==> images/registers.png <==
Bar = 50 um. Other sequential cells in the stronger gray, the rest of the logic in the fainter gray.
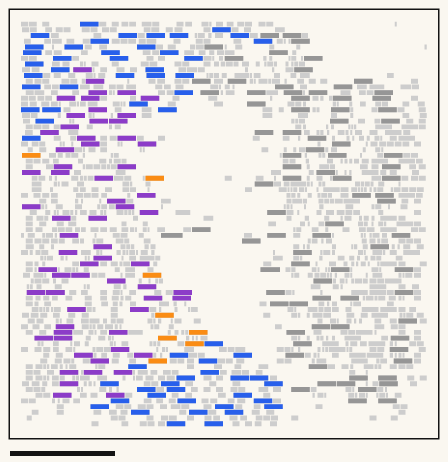
==> images/final_congestion.png <==
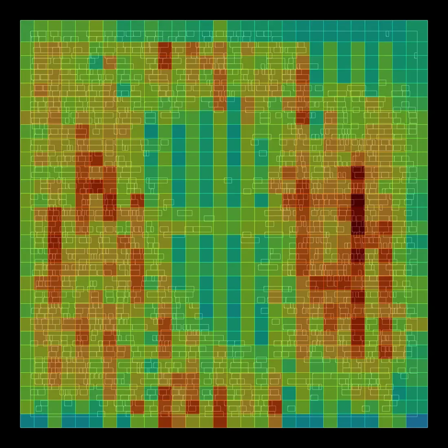
==> images/port_nets.png <==
Bar = 50 um.
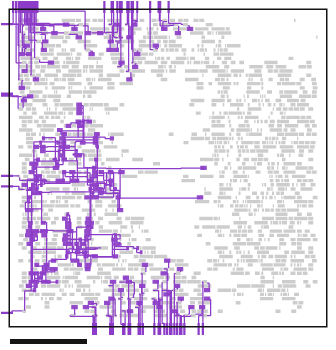
==> images/metal_stack.png <==
Bar = 50 um.
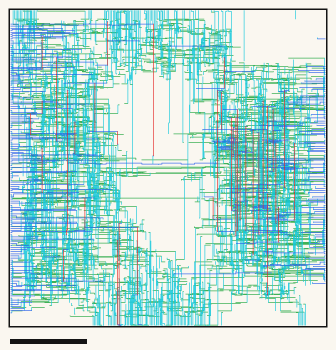
==> config.mk <==
export PLATFORM = sky130hd
export DESIGN_NAME = lsu_mem_stage_flat
export DESIGN_NICKNAME = d
export VERILOG_FILES = /design/src/rtl/lsu_mem_stage_if.sv /design/src/rtl/lsu_mem_stage.sv /design/src/flat_wrapper.sv
export SDC_FILE = /design/constraint.sdc
export NUM_CORES = 1
export LEC_CHECK = 0
export CORE_MARGIN = 5
export CORE_UTILIZATION = 31
export CTS_BUF_LIST = sky130_fd_sc_hd__clkbuf_8
export DETAILED_ROUTE_END_ITERATION = 10
export PLACE_DENSITY = 0.59
export SYNTH_ARGS = -nofsm -noshare
export SYNTH_HDL_FRONTEND = slang
export SYNTH_SLANG_ARGS = --single-unit
export TNS_END_PERCENT = 20
==> constraint.sdc <==
create_clock -name clk -period 3.72 [get_ports clk]
set_input_delay 1.116 -clock clk [delete_from_list [all_inputs] [get_ports clk]]
set_output_delay 1.116 -clock clk [all_outputs]
set_load 0.005 [all_outputs]
==> deck_impl_summary.md <==
Implementation Results

Final layout
  • Area taken by multi-input logic gates: 5758 sq um
  • Final nets: 1679
  • Ratio of cells with drive above 1 in the final layout: 0.1751
  • Highest-count logic cell in the final layout: clkdlybuf4s50_1
  • Top cells excl fill/tap: 400 x clkdlybuf4s50_1, 216 x dfrtp_1, 132 x nand2_1
  • Count of antenna diodes in the layout: 0
  • Filler cell count: 3553
  • Area growth from synthesis to layout: 46.36%

Global routing
  • Total overflow reported by the global router: 0
  • Maximum number of pins on one net before global-route repair: 169
  • Number of global-route vias before repair: 10930
  • First-pass GRT wire length: 68250 um
  • Number of antenna violations at the first check in global routing: 0

Floorplan
  • Number of standard-cell rows in the floorplan: 71
  • Horizontal die dimension: 203.9 um
  • Starting density of the core: 0.3117
  • Core region area: 37400 sq um
  • Overall chip area: 41580 sq um
  • Die Y: 203.9 um

Logic synthesis
  • Post-synthesis cell count from yosys: 1080
  • Area contributors post-synth: dfrtp_1 47%, mux2_2 8.6%, mux2i_1 7.4%
  • Yosys top cell area share: 0.4680
  • Ys async rst share: 1.000
  • Seq share, synth: 0.4680
  • Unique cell types: 52
  • Area leader, netlist: dfrtp_1
  • Count of library flops with an enable pin: 0
  • Number of storage elements in the synthesis netlist: 218
  • Post-synthesis instance area: 11660 sq um
  • Yosys synthesis chip area: 11660 sq um
  • Count of synthesis-stage warnings from yosys: 0
  • Most frequently used flop master after synthesis: dfrtp_1
  • Synthesized area divided by synthesized cell count: 10.79 sq um
  • Number of instances in the synthesized netlist: 1080

STA
  • Final hold vios: 0
  • Number of max-slew violations in the final report: 0
  • Fin crit share: 0.9287
  • Total setup violations reported at the end of the flow: 0
  • Maximum clock frequency: 289.5 MHz
  • Setup repair after global routing missed its margin: false
  • Worst slew slack as a fraction of its limit: 0.3507
  • Tmin final: 3455 ps
  • Total negative slack for setup checks: 0 ps
  • Worst setup skew after layout: 34.42 ps
  • Transition time at the pin with the least slew margin: 971.9 ps

Route
  • Total wire length after detailed routing: 45050 um
  • DRC viols: 0
  • Detail Route Antenna Nets: 0
  • Number of iterations in the first detailed-routing pass: 5
  • Average via count per standard cell: 5.108
  • Drt first-iter violations: 580

Clock tree
  • Number of clock buffers inserted by TritonCTS: 44
  • H-tree levels: 2
  • Clock edge transition at the registers on the reported setup and hold paths: 50 ps
  • Count of instances resized after the clock tree is built: 0
  • Max clock buf depth: 3
  • Post-CTS Setup Repair Bufs: 0
  • CTS root buffer: clkbuf_8
  • Skew-Pair Late Insertion Delay: 610 ps
  • Clock sinks: 218
  • CTS Hold Bufs: 0
  • TritonCTS clock tree: built

Power
  • Final Power: 13.02 mW
  • Power density over cell area: 762.9 nW/um^2
  • Max VDD drop: 0.4352 mV
  • Lkg Pwr: 7.316 nW

Worst hold path
  • Worst hold path stage count: 2
  • Class of the tightest hold or removal check: reg -> reg

Critical path
  • Logic depth of the worst register-to-register path: 5
  • Data required time at the worst endpoint: 2600 ps
  • WS Path Type: in -> out
  • Crit start category: primary input
  • FF-to-FF setup slack: 890 ps
  • Critical path capture point type: output pin
  • WP data arrival: 2340 ps
  • Worst Path Max Fanout: 3

Placement
  • Final Wtd Congestion: 0.8911
  • Post-detail-place hpwl: 33730 um

Run
  • Number of OpenROAD warnings: 31
  • Max-capacitance violation count: 0

Status
  • Outcome: finished clean
Back to the opening pictures, registers.png:
Key: u_core.bus.dmem_wdata = purple [sequential cells 64, where a column on the left]; u_core.bus.dmem_wstrb = orange [sequential cells 8]; u_core.bus.dmem_addr = blue [sequential cells 61]
sequential cell area in the final layout: 5460 sq um
Final Core Density: 0.4562

Back to the opening pictures, final_congestion.png:
met3 track demand over resource in global routing: 0.07997
met2 track demand over resource: 0.3553

Back to the opening pictures, port_nets.png:
Key: addr = purple [direction input, edge 31 top, 27 bottom, 6 left, end cells 238, buffers 67, wire 3640 um]
Top-Level Pins: 408
number of input and output port buffers inserted: 404

Back to the opening pictures, metal_stack.png:
Key: met1 = green [wire length 17100 um]; met4 = red [wire length 1650 um]; met3 = blue [wire length 4760 um]; met2 = cyan [wire length 21.6 mm]
vias: 10280
average routed wire per standard cell: 22.38 um
total track usage: 0.2128

-- kinds of logic after synthesis --
family,count (synthesis),share of synthesized area
buffers and inverters,96,0.03993
adder cells (fa/ha/maj),5,0.005367
AND-OR/OR-AND,310,0.1766
XOR/XNOR,3,0.002254
multiplexers,209,0.2216
AND/OR/NAND/NOR,238,0.08597
flip-flops,218,0.4680
other,1,0.0003217
-- metal layers --
layer	track usage	up-vias	share of wire
li1	-	4722	-
met4	0.08528	0	0.037
met3	0.07997	80	0.11
met2	0.3553	499	0.48
met5	0	-	0
met1	0.2480	4981	0.38
-- metrics by stage --
| stage | worst slack (ps) | util | hold WS (ps) | instances | instance area [sq um] |
|---|---|---|---|---|---|
| global route | 163.3 | 0.4562 | 496.9 | 2013 | 17060 |
| finish | 265.4 | 0.4562 | 463.6 | 2013 | 17060 |
| detailed placement | 169.6 | 0.4333 | 458.4 | 1937 | 16200 |
| CTS | 250.6 | 0.4562 | 473.7 | 2013 | 17060 |
| global placement | 211.1 | 0.4333 | 453.7 | 1937 | 16200 |
| floorplan | 262.0 | - | 462.8 | 1082 | 11660 |
-- where the power goes --
group	switching, mW	internal, mW	total, mW
Clock	1.11	1.33	2.43
Sequential	0.720	3.44	4.16
Combinational	2.93	3.49	6.42
-- synth_stat cells (all sizes together) (2+ instances only) --
library cell and number:
a211o 8, a211oi 31, a21o 2, a21oi 70, a22o 27, a22oi 20
and2 2, and3 4, buf 34, clkbuf 56, dfrtp 218, ha 5
inv 5, mux2 93, mux2i 86, mux4 30, nand2 132, nand2b 5
nand3 9, nor2 62, nor2b 14, nor3 3, o21a 2, o21ai 126
o22a 8, o22ai 4, o31ai 3, or2 3, xnor2 3
-- final cells by class --
cell class	count	area share
clock inverters	21	0.005867
well taps	511	0.03747
flip-flops and latches	218	0.3200
inverters	6	0.001320
clock buffers	55	0.04437
repair buffers	434	0.2534
multi-input cells	768	0.3375
-- worst max-delay path: stages --
cell and delay, ps:
clkdlybuf4s50_1 440, o211ai_1 250, nand2_1 70, clkdlybuf4s50_1 460
Power figures rest on the tool's default switching activity, not on a simulated workload.
